--- src/rtl/nanomamba_vad_wake.sv ---
// Always-on energy VAD: per-frame energy, adaptive noise floor, onset/hangover FSM
// and a level wake request for the power manager.
`timescale 1ns/1ps
module nanomamba_vad_wake #(
  parameter int unsigned     SAMPLE_W     = 16,
  parameter int unsigned     FRAME_LEN    = 160,
  parameter int unsigned     ENERGY_W     = 40,
  parameter int unsigned     ONSET_FRAMES = 3,
  parameter int unsigned     HANG_FRAMES  = 30,
  parameter int unsigned     NF_SHIFT     = 4,
  parameter int unsigned     THRESH_SHIFT = 2,
  parameter longint unsigned MIN_FLOOR    = 65536
) (
  input  logic                       clk,
  input  logic                       rst_n,
  input  logic                       enable,
  input  logic                       sample_valid,
  input  logic signed [SAMPLE_W-1:0] sample_data,
  input  logic                       wake_ack,
  output logic                       vad_trigger,
  output logic                       wake_req,
  output logic                       speech_active,
  output logic                       frame_strobe,
  output logic [ENERGY_W-1:0]        frame_energy,
  output logic [ENERGY_W-1:0]        noise_floor,
  output logic [2:0]                 vad_state
);

  localparam int unsigned PROD_W = 2 * SAMPLE_W;
  localparam int unsigned CNT_W  = $clog2(FRAME_LEN);
  localparam int unsigned ON_W   = $clog2(ONSET_FRAMES + 1);
  localparam int unsigned HANG_W = $clog2(HANG_FRAMES + 1);
  localparam int unsigned CMP_W  = ENERGY_W + THRESH_SHIFT;
  localparam int unsigned NF_W   = ENERGY_W + 1;
  localparam logic [ENERGY_W-1:0] MIN_FLOOR_E = ENERGY_W'(MIN_FLOOR);

  typedef enum logic [2:0] {
    ST_IDLE    = 3'd0,
    ST_CALIB   = 3'd1,
    ST_SILENCE = 3'd2,
    ST_ONSET   = 3'd3,
    ST_SPEECH  = 3'd4,
    ST_HANG    = 3'd5
  } state_e;

  state_e              state_q, state_d;
  logic [ENERGY_W-1:0] acc_q, acc_d;
  logic [CNT_W-1:0]    cnt_q, cnt_d;
  logic [ON_W-1:0]     onset_q, onset_d;
  logic [HANG_W-1:0]   hang_q, hang_d;
  logic [ENERGY_W-1:0] frame_energy_q, frame_energy_d;
  logic                frame_strobe_q, frame_strobe_d;
  logic [ENERGY_W-1:0] nf_q, nf_d;
  logic                trig_q, trig_d;
  logic                wake_q, wake_d;
  logic                speech_q, speech_d;

  logic signed [PROD_W-1:0] samp_ext;
  logic signed [PROD_W-1:0] prod;
  logic [ENERGY_W-1:0]      acc_sum;
  logic                     frame_last;
  logic [CMP_W-1:0]         thresh;
  logic                     loud;
  logic signed [NF_W-1:0]   nf_diff, nf_step, nf_sum;
  logic [ENERGY_W-1:0]      nf_upd, nf_calib;

  // State register
  always_ff @(posedge clk or negedge rst_n) begin
    if (!rst_n) begin
      state_q        <= ST_IDLE;
      acc_q          <= '0;
      cnt_q          <= '0;
      onset_q        <= '0;
      hang_q         <= '0;
      frame_energy_q <= '0;
      frame_strobe_q <= 1'b0;
      nf_q           <= MIN_FLOOR_E;
      trig_q         <= 1'b0;
      wake_q         <= 1'b0;
      speech_q       <= 1'b0;
    end else begin
      state_q        <= state_d;
      acc_q          <= acc_d;
      cnt_q          <= cnt_d;
      onset_q        <= onset_d;
      hang_q         <= hang_d;
      frame_energy_q <= frame_energy_d;
      frame_strobe_q <= frame_strobe_d;
      nf_q           <= nf_d;
      trig_q         <= trig_d;
      wake_q         <= wake_d;
      speech_q       <= speech_d;
    end
  end

  // Frame energy accumulation; a disabled detector discards the partial frame
  always_comb begin
    samp_ext       = PROD_W'(sample_data);
    prod           = samp_ext * samp_ext;
    acc_sum        = acc_q + ENERGY_W'($unsigned(prod));
    frame_last     = (cnt_q == CNT_W'(FRAME_LEN - 1));
    acc_d          = acc_q;
    cnt_d          = cnt_q;
    frame_energy_d = frame_energy_q;
    frame_strobe_d = 1'b0;
    if (!enable) begin
      acc_d = '0;
      cnt_d = '0;
    end else if (sample_valid) begin
      if (frame_last) begin
        frame_energy_d = acc_sum;
        acc_d          = '0;
        cnt_d          = '0;
        frame_strobe_d = 1'b1;
      end else begin
        acc_d = acc_sum;
        cnt_d = cnt_q + CNT_W'(1);
      end
    end
  end

  // Loudness decision and noise-floor candidates for the frame just completed
  always_comb begin
    thresh   = CMP_W'(nf_q) << THRESH_SHIFT;
    loud     = (CMP_W'(frame_energy_q) > thresh);
    nf_diff  = $signed({1'b0, frame_energy_q}) - $signed({1'b0, nf_q});
    nf_step  = nf_diff >>> NF_SHIFT;
    nf_sum   = $signed({1'b0, nf_q}) + nf_step;
    nf_upd   = (nf_sum < $signed({1'b0, MIN_FLOOR_E})) ? MIN_FLOOR_E : nf_sum[ENERGY_W-1:0];
    nf_calib = (frame_energy_q > MIN_FLOOR_E) ? frame_energy_q : MIN_FLOOR_E;
  end

  // Next-state logic, evaluated once per completed frame
  always_comb begin
    state_d = state_q;
    onset_d = onset_q;
    hang_d  = hang_q;
    if (!enable) begin
      state_d = ST_IDLE;
      onset_d = '0;
      hang_d  = '0;
    end else begin
      case (state_q)
        ST_IDLE:  state_d = ST_CALIB;
        ST_CALIB: if (frame_strobe_q) state_d = ST_SILENCE;
        ST_SILENCE: begin
          if (frame_strobe_q && loud) begin
            if (ONSET_FRAMES == 1) begin
              state_d = ST_SPEECH;
            end else begin
              state_d = ST_ONSET;
              onset_d = ON_W'(1);
            end
          end
        end
        ST_ONSET: begin
          if (frame_strobe_q) begin
            if (!loud) begin
              state_d = ST_SILENCE;
              onset_d = '0;
            end else if (onset_q == ON_W'(ONSET_FRAMES - 1)) begin
              state_d = ST_SPEECH;
              onset_d = '0;
            end else begin
              onset_d = onset_q + ON_W'(1);
            end
          end
        end
        ST_SPEECH: begin
          if (frame_strobe_q && !loud) begin
            state_d = ST_HANG;
            hang_d  = HANG_W'(HANG_FRAMES - 1);
          end
        end
        ST_HANG: begin
          if (frame_strobe_q) begin
            if (loud) begin
              state_d = ST_SPEECH;
              hang_d  = '0;
            end else if (hang_q == '0) begin
              state_d = ST_SILENCE;
            end else begin
              hang_d = hang_q - HANG_W'(1);
            end
          end
        end
        default: state_d = ST_IDLE;
      endcase
    end
  end

  // Registered outputs: trigger on entry to SPEECH from the onset path only
  always_comb begin
    trig_d = (state_d == ST_SPEECH) && ((state_q == ST_SILENCE) || (state_q == ST_ONSET));
    nf_d   = nf_q;
    if (enable && frame_strobe_q) begin
      if (state_q == ST_CALIB) begin
        nf_d = nf_calib;
      end else if ((state_q == ST_SILENCE) && !loud) begin
        nf_d = nf_upd;
      end
    end
    // A trigger being raised or presented this cycle outranks an acknowledge
    wake_d   = enable && (trig_d || trig_q || (wake_q && !wake_ack));
    speech_d = (state_d == ST_SPEECH) || (state_d == ST_HANG);
  end

  assign vad_trigger   = trig_q;
  assign wake_req      = wake_q;
  assign speech_active = speech_q;
  assign frame_strobe  = frame_strobe_q;
  assign frame_energy  = frame_energy_q;
  assign noise_floor   = nf_q;
  assign vad_state     = state_q;

endmodule

--- config.mk ---
export PLATFORM = sky130hd
export DESIGN_NAME = nanomamba_vad_wake
export DESIGN_NICKNAME = d
export VERILOG_FILES = /design/src/rtl/nanomamba_vad_wake.sv
export SDC_FILE = /design/constraint.sdc
export NUM_CORES = 1
export LEC_CHECK = 0
export CAP_MARGIN = 20
export CORE_ASPECT_RATIO = 0.75
export CORE_MARGIN = 3
export CORE_UTILIZATION = 60
export CTS_CLUSTER_SIZE = 16
export DETAILED_ROUTE_END_ITERATION = 10
export PLACE_DENSITY_LB_ADDON = 0.08
export SYNTH_ARGS = -nofsm -noshare
export SYNTH_HDL_FRONTEND = slang
export SYNTH_SLANG_ARGS = --single-unit
--- constraint.sdc ---
create_clock -name clk -period 6.7 [get_ports clk]
set_input_delay 0.67 -clock clk [delete_from_list [all_inputs] [get_ports clk]]
set_output_delay 0.67 -clock clk [all_outputs]
set_load 0.01 [all_outputs]
### Clock wiring as the flow saved it, run 1

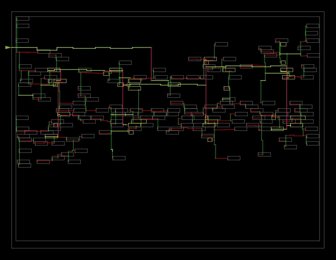
Latency at later pin: 0.45 ns
CTS buffer count: 17

### Metal 1, run 1

Supply wires on this layer in grey.
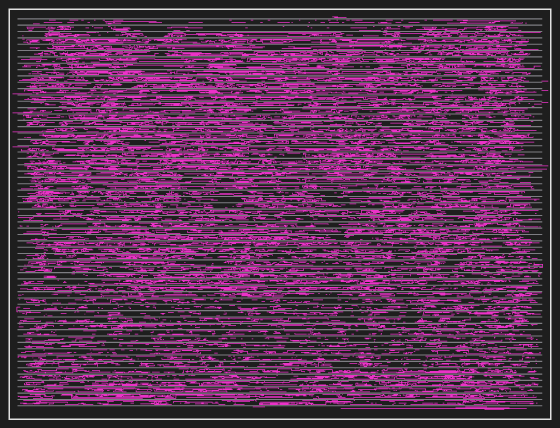
main direction	horizontal
nets with wire on the layer	3389
longest straight run	82.3 um
wire length on this layer	31.0 mm

### Power grid, run 1

Pins as bars on the die edge.
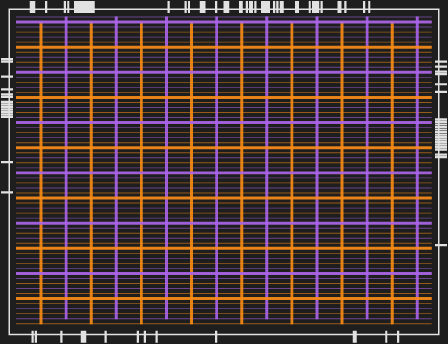
colour	net
purple	VDD
orange	VSS
signal pins	108
rows	61
met4 straps	16
met1 rails	62

==> run 1: final cells by class <==
type / instances / area share [%]
clock inverter: 15 / 0.600
inverter: 427 / 5.54
clock buffer: 17 / 1.45
timing repair buffer: 485 / 14.4
sequential: 142 / 12.1
tap: 504 / 2.14
multi-input combinational: 2014 / 63.8
==> run 1: Yosys cell counts, drive strengths merged, types with 6 or more instances <==
cell type	instances	area [um2]
buf	29	186
o31ai	25	243
dfrtp	141	3530
o211ai	26	195
and2	53	332
nand4	37	231
o21bai	20	150
a211o	6	52.6
a31oi	23	144
nor3b	8	70.1
a21o	62	465
fa	238	4760
or2	12	75.1
a22o	33	289
or3	19	129
o2111ai	8	70.1
a311oi	7	96.3
xnor2	80	708
a2111oi	11	116
mux2	30	338
nand3	55	280
and3	29	186
nand2	298	1120
inv	427	1600
nor4	16	100
o21ai	110	581
a31o	11	96.3
a211oi	17	148
nor2b	17	106
and4	6	52.6
xor2	47	412
a21boi	7	52.6
a41oi	11	104
nor3	25	125
nand2b	30	188
o21a	16	120
a21oi	144	754
nor2	159	616
clkbuf	63	238
ha	244	3050
==> run 1: layer usage <==
metal | GRT usage, % | share of wire, % | up-vias
li1 | - | - | 9903
met1 | 48.6 | 43 | 10830
met2 | 56.4 | 47 | 953
met3 | 5.67 | 7.8 | 184
met4 | 7.09 | 2.6 | 0
met5 | 0 | 0 | -
==> run 1: cells by family after synthesis <==
group	after synthesis	share of synthesized area, %
xor+xnor	127	4.89
mux	34	1.71
fa+ha+maj	482	34.2
flops	142	15.5
simple gates	781	16.5
buf+inv	519	8.86
compound gates	590	18.3
==> run 1: state kept, by name, summed over array words and instances, names as in the netlist <==
| name | cells |
|---|---|
| onset_q | 2 |
| vad_state | 3 |
| acc_q | 40 |
| speech_active | 1 |
| cnt_q | 8 |
| vad_trigger | 1 |
| hang_q | 5 |
| noise_floor | 40 |
| wake_req | 1 |
| frame_strobe | 1 |
| frame_energy | 40 |
==> run 1: final timing paths <==
check / from / to / slack (ns) / cells after the start
min in group clk: vad_trigger / wake_req / 0.52 / 1
max in group asynchronous: rst_n / frame_energy[32] / 4.95 / 2
setup / recovery: sample_data[1] / acc_q[38] / -1.01 / 38
hold reg to reg: vad_trigger / wake_req / 0.52 / 1
hold / removal: rst_n / noise_floor[39] / 0.22 / 1
setup reg to reg: noise_floor[11] / noise_floor[7] / 0.35 / 25
==> run 1: timing repair <==
item,in CTS,in global routing
pin swaps,145,143
gates cloned,2,0
endpoints found under the setup margin,57,73
buffers inserted,47,34
resized,220,149
==> run 1: placed cells by master, fill, tap and decap left out, types with 40 or more instances in the layout <==
| master | Yosys | layout |
|---|---|---|
| a21o_1 | 62 | 62 |
| a21oi_1 | 137 | 108 |
| buf_4 | 1 | 322 |
| buf_6 | 5 | 42 |
| clkdlybuf4s50_1 | 0 | 90 |
| dfrtp_1 | 141 | 141 |
| fa_1 | 238 | 221 |
| ha_1 | 244 | 218 |
| inv_1 | 426 | 381 |
| inv_2 | 1 | 40 |
| nand2_1 | 298 | 277 |
| nand3_1 | 54 | 49 |
| nor2_1 | 157 | 134 |
| o21ai_0 | 97 | 72 |
| xnor2_1 | 79 | 66 |
| xor2_1 | 47 | 41 |
==> results_slide.txt, run 1 <==
Synthesis and Place & Route Summary

Global route
  – Grt ovf: 0
  – First-pass GRT wire length: 113 mm

Worst setup path
  – Critical Path Start Type: input port
  – CP Capture Type: register
  – CP Max Fanout: 5
  – Crit-path max cell delay: 0.55 ns

Place
  – DP Area: 27000 um2
  – DP HPWL: 53.8 mm

Logic synthesis
  – Yosys Instances: 2675
  – Cells after Synth: 2675
  – Avg Inst Size Synth: 8.56 um2
  – Ys flop type: dfrtp_1
  – Asr flop ratio synth: 100%
  – Unique cell types: 102

Floorplanning
  – Row count: 61
  – FP Core Util: 61.3%
  – Die x size: 232 um

CTS
  – Hold_buf cts: 0
  – Clock slew at reported path FFs: 0.07 ns
  – CTS tree: yes

Final timing
  – Pins over their slew limit: 0
  – Hold_ws: 0.223 ns
  – Setup TNS: -35.08 ns
  – Final WS setup: -1.01 ns
  – Finish-stage setup viols: 50

Drt
  – Initial drt markers: 1910
  – Routed Antenna Nets: 0

Status
  – Run status: finished with violations
  – Violated checks: setup timing

Finish
  – Nets@finish: 3590
  – Post-layout util: 78.8%
  – Comb. cell area: 18800 um2
  – Share of layout cells above drive strength 1: 25.4%
  – N_diodes: 0
  – Sequential Area: 3550 um2
### Sequential cells coloured by netlist name, run 1

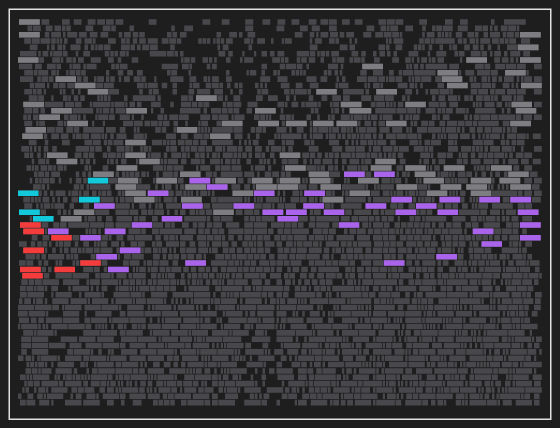

## Run 2: what changed since run 1
Settings changed: CORE_UTILIZATION 60 to 40.
### Sequential cells coloured by netlist name, run 2

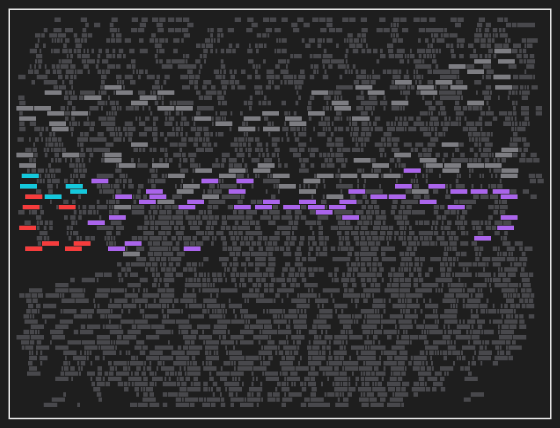
colour	signal	flops	where
red	cnt_q	8	middle left
purple	acc_q	40	a horizontal strip, middle
cyan	hang_q	5	middle left
not coloured	89
post-layout util: 53.5%
Seq/total area: 11.8%

### Clock wiring as the flow saved it, run 2

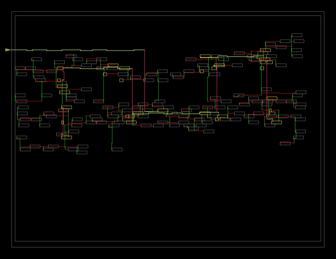
Max Clock Skew: 0.0145 ns

==> results_slide.txt, run 2 <==
Synthesis and Place & Route Summary

Logic synthesis
  – Max-area cell share: 20.8%
  – Yosys Instances: 2675
  – Asr flop ratio synth: 100%
  – Cells after Synth: 2675
  – Top cells by instance count after synthesis: inv_1, nand2_1, ha_1
  – Avg Inst Size Synth: 8.56 um2
  – Ys flop type: dfrtp_1
  – Top cell type by instance count after synthesis: inv_1

Finish
  – Comb. cell area: 18800 um2
  – Most instantiated logic cells after routing: inv_1, buf_4, nand2_1, fa_1, ha_1
  – Nets@finish: 3633
  – Share of layout cells above drive strength 1: 26.7%

Worst setup path
  – Crit-path max cell delay: 0.55 ns
  – Critical Path Start Type: input port
  – CP Data Required Time: 7.01 ns
  – CP Max Fanout: 5
  – CP Capture Type: register

Place
  – DP HPWL: 56.8 mm
  – DP Area: 27500 um2

Global route
  – Grt ovf: 0

Floorplanning
  – Die Span Y: 213 um
  – Row count: 75
  – FP Core Util: 40.7%
  – Die x size: 282 um

Final timing
  – Hold_ws: 0.259 ns
  – Final WS setup: -0.809 ns
  – RSZ-0062 raised after global routing: yes
  – Finish-stage setup viols: 44

CTS
  – Clock slew at reported path FFs: 0.07 ns
  – Latency at later pin: 0.45 ns
  – CTS buffer count: 17
  – CTS tree: yes

Status
  – Violated checks: setup timing
  – Run status: finished with violations

Drt
  – Routed Antenna Nets: 0
  – Vias/cell: 5.38
## run 2: netlist changes by cell type in the layout (fill, tap and decap cells not counted), sizes merged
cell and delta:
bufinv -1, buf +42, inv -5, clkbuf +3, diode +1, bufbuf +1, clkinv +2
## run 2: kinds of logic (layout without fill, tap and decap cells)
family / after synthesis / count (layout) / synth area share, %
flip-flops: 142 / 142 / 15.5
XOR/XNOR: 127 / 127 / 4.89
adder cells (fa/ha/maj): 482 / 482 / 34.2
buffers and inverters: 519 / 986 / 8.86
AND/OR/NAND/NOR: 781 / 781 / 16.5
AND-OR/OR-AND: 590 / 590 / 18.3
multiplexers: 34 / 34 / 1.71
other: 0 / 1 / 0
## run 2: final timing paths
kind / slack, ns / cells past startpoint / endpoint / from
hold / removal: 0.26 / 1 / vad_trigger / rst_n
max in group asynchronous: 4.99 / 2 / frame_energy[28] / rst_n
hold reg to reg: 0.51 / 1 / hang_q[1] / hang_q[1]
setup reg to reg: 0.40 / 26 / noise_floor[2] / noise_floor[16]
setup / recovery: -0.81 / 35 / frame_energy[39] / sample_data[10]
min in group clk: 0.51 / 1 / hang_q[1] / hang_q[1]
## run 2: repair_timing
item	in CTS	in global routing
hold buffers	0	0
gates resized	225	180
cloned	4	0
pin swaps	173	166
setup endpoints to repair	56	79
hold endpoints to repair	0	0
buffers inserted	62	31
## run 2: cell type report
type	count	share of cell area (%)
Inverter	427	5.40
Clock inverter	11	0.361
Timing Repair Buffer	528	15.5
Clock buffer	20	1.55
Multi-Input combinational cell	2014	62.3
Antenna cell	1	0.00831
Sequential cell	142	11.8
Tap cell	731	3.04
## run 2: through the flow
step | setup TNS (ns) | setup slack, ns | util [%] | cells
6_report | -22.41 | -0.809 | 53.5 | 3874
5_1_grt | -33.15 | -1.03 | 53.5 | 3873
4_1_cts | -21.46 | -0.762 | 51.9 | 3850
3_5_place_dp | -79.20 | -1.96 | 48.9 | 3757
3_3_place_gp | -75.83 | -1.84 | 48.9 | 3757
2_1_floorplan | -17.98 | -0.805 | - | 2675
## run 2: worst reg2reg max path, cell delays in order (launching register included)
cell	delay [ns]
dfstp_2	0.58
inv_1	0.09
ha_1	0.35
a21oi_1	0.19
o221ai_1	0.15
a21oi_1	0.24
o211ai_1	0.13
a21oi_2	0.18
o21ba_2	0.20
o21ai_1	0.16
or3_1	0.37
a31o_2	0.27
xor2_1	0.19
ha_1	0.28
buf_4	0.18
a21oi_4	0.22
o211ai_1	0.17
a41oi_2	0.43
nand4_1	0.13
or3_1	0.33
o211ai_1	0.15
nand2_1	0.08
or4b_1	0.49
buf_4	0.18
nor2_8	0.13
buf_12	0.18
o41ai_1	0.10
## run 2: layer usage
layer  vias to the layer above  GRT usage, %  share of wire (%)  wire (um)
met1                     10406          35.9                 49      34900
li1                       9998             -                  -          -
met4                         0          3.42               0.83        585
met5                         -             0                  0          0
met2                       414          38.3                 46      32200
met3                        41          2.36                4.1       2890
### Metal 1, run 2

Supply wires on this layer in grey.
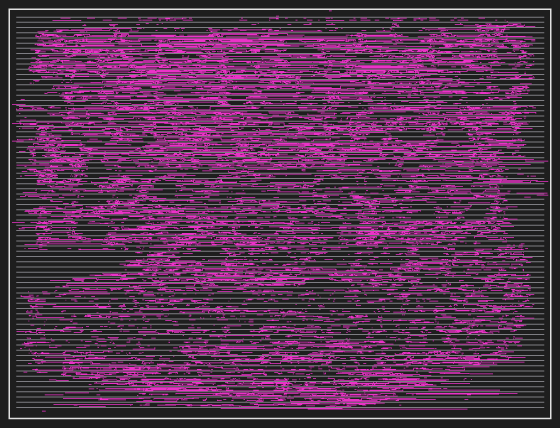

## Run 3: what changed since run 2
Settings changed: DONT_BUFFER_PORTS set to 1.
### Metal 1, run 3

Supply wires on this layer in grey.
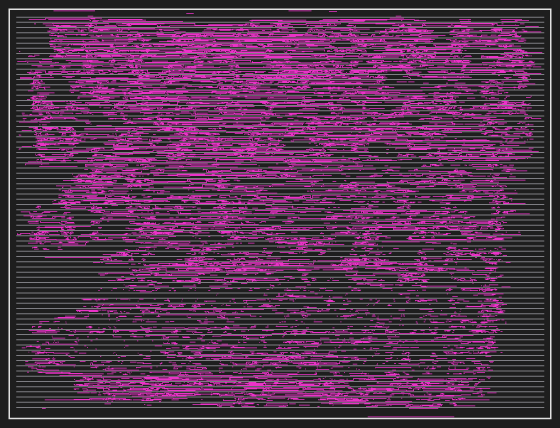
longest straight run	59.8 um
nets with wire on the layer	3237
share of all routed wire	48%
main direction	horizontal
wire length on this layer	33.3 mm
met1 Use GR: 34.3%
Routed WL: 68.8 mm
vias post-DR: 20087

==> results_slide.txt, run 3 <==
Synthesis and Place & Route Summary

Finish
  – Nets@finish: 3435
  – Commonest Layout Cell: inv_1
  – Most instantiated logic cells after routing: inv_1, buf_4, nand2_1, fa_1, ha_1

Logic synthesis
  – Asr flop ratio synth: 100%
  – Yosys top cell by area: fa_1
  – Cells after Synth: 2675
  – Top cells by instance count after synthesis: inv_1, nand2_1, ha_1
  – Ys flop type: dfrtp_1
  – Top cell type by instance count after synthesis: inv_1
  – Synth top area cells: fa_1, dfrtp_1, ha_1

Final timing
  – Max Clock Skew: 0.0186 ns
  – Finish-stage setup viols: 39
  – Hold_ws: 0.0680 ns
  – Pins over their slew limit: 0
  – RSZ-0062 raised after global routing: yes
  – Final WS setup: -0.633 ns

Worst setup path
  – CP Data Required Time: 7.04 ns
  – CP Max Fanout: 13
  – CP Capture Type: register
  – Crit-path max cell delay: 0.59 ns
  – Critical Path Start Type: input port

Place
  – DP Area: 26000 um2
  – DP HPWL: 55.0 mm

Floorplanning
  – Die x size: 282 um
  – Die Span Y: 213 um
  – Row count: 75

Global route
  – Busiest grt layer: met2
  – First-pass GRT wire length: 112 mm
  – Grt ovf: 0
  – M2 GR Usage: 37.6%

CTS
  – CTS tree: yes
  – CTS buffer count: 17
  – Clock slew at reported path FFs: 0.08 ns

Status
  – Run status: finished with violations
  – Violated checks: setup timing

Drt
  – Initial drt markers: 1373
### Sequential cells coloured by netlist name, run 3

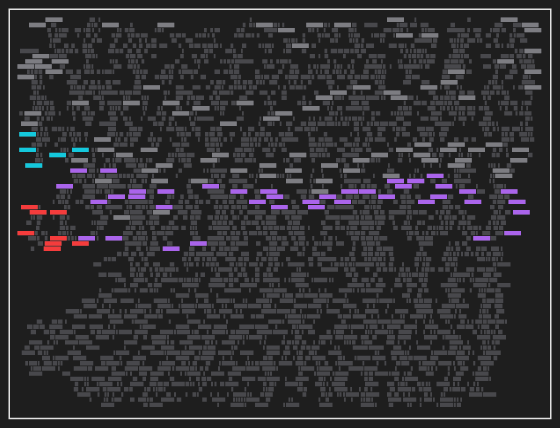
colour	signal	flops
cyan	hang_q	5
red	cnt_q	8
purple	acc_q	40
not coloured	89
Sequential Area: 3550 um2
post-layout util: 49.4%

[run 3: worst max-delay path, delay by kind of cell]
kind	cells	cell delay (ns)
AND-OR/OR-AND	12	1.72
adder cells (fa/ha/maj)	8	3.58
buffers and inverters	9	0.82
AND/OR/NAND/NOR	6	0.87
[run 3: path summary, 6_finish.rpt]
kind	from	end	slack, ns	cells after the start
min in group clk	enable	wake_req	0.34	1
max in group asynchronous	rst_n	frame_energy[4]	5.83	1
setup reg to reg	noise_floor[6]	noise_floor[7]	0.30	24
hold / removal	rst_n	noise_floor[16]	0.07	0
setup / recovery	sample_data[7]	acc_q[39]	-0.63	35
hold reg to reg	hang_q[1]	hang_q[1]	0.51	1
[run 3: cell families (layout without fill, tap and decap cells)]
family                     count (synthesis)  after routing  share of synthesized area [%]
and+or+nand+nor                          781            781                           16.5
muxes                                     34             34                           1.71
DFF                                      142            142                           15.5
adders and majority gates                482            482                           34.2
AOI/OAI and AO/OA                        590            590                           18.3
buffers and inverters                    519            789                           8.86
xor gates and xnor gates                 127            127                           4.89
[run 3: metrics by stage]
step	instances	setup WS [ns]	util, %	setup TNS (ns)
after floorplan	2675	-0.805	-	-17.98
after global placement	3597	-1.12	46.1	-39.63
after detailed placement	3597	-1.25	46.1	-42.24
after CTS	3659	-0.598	48.3	-15.53
after global routing	3676	-0.890	49.4	-27.48
final	3676	-0.633	49.4	-16.38
[run 3: final cells by class]
type                    instances  area (um2)
well taps                     731         915
inverters                     427        1630
flip-flops and latches        142        3550
clock inverters                14         123
repair buffers                330        2630
multi-input cells            2014       18600
clock buffers                  18         429
fillers                      5365       28500
[run 3: what timing repair did]
item	4_1_cts	5_1_grt
gates resized	80	113
endpoints found under the hold margin	141	0
cloned	1	0
setup buffers	30	22
endpoints found under the setup margin	44	71
pin swaps	62	80
hold buffers	1	0
[run 3: layer usage]
layer	vias up	routed length, um
met3	53	3390
met4	0	694
met5	-	0
li1	9582	-
met1	10036	33300
met2	416	31500
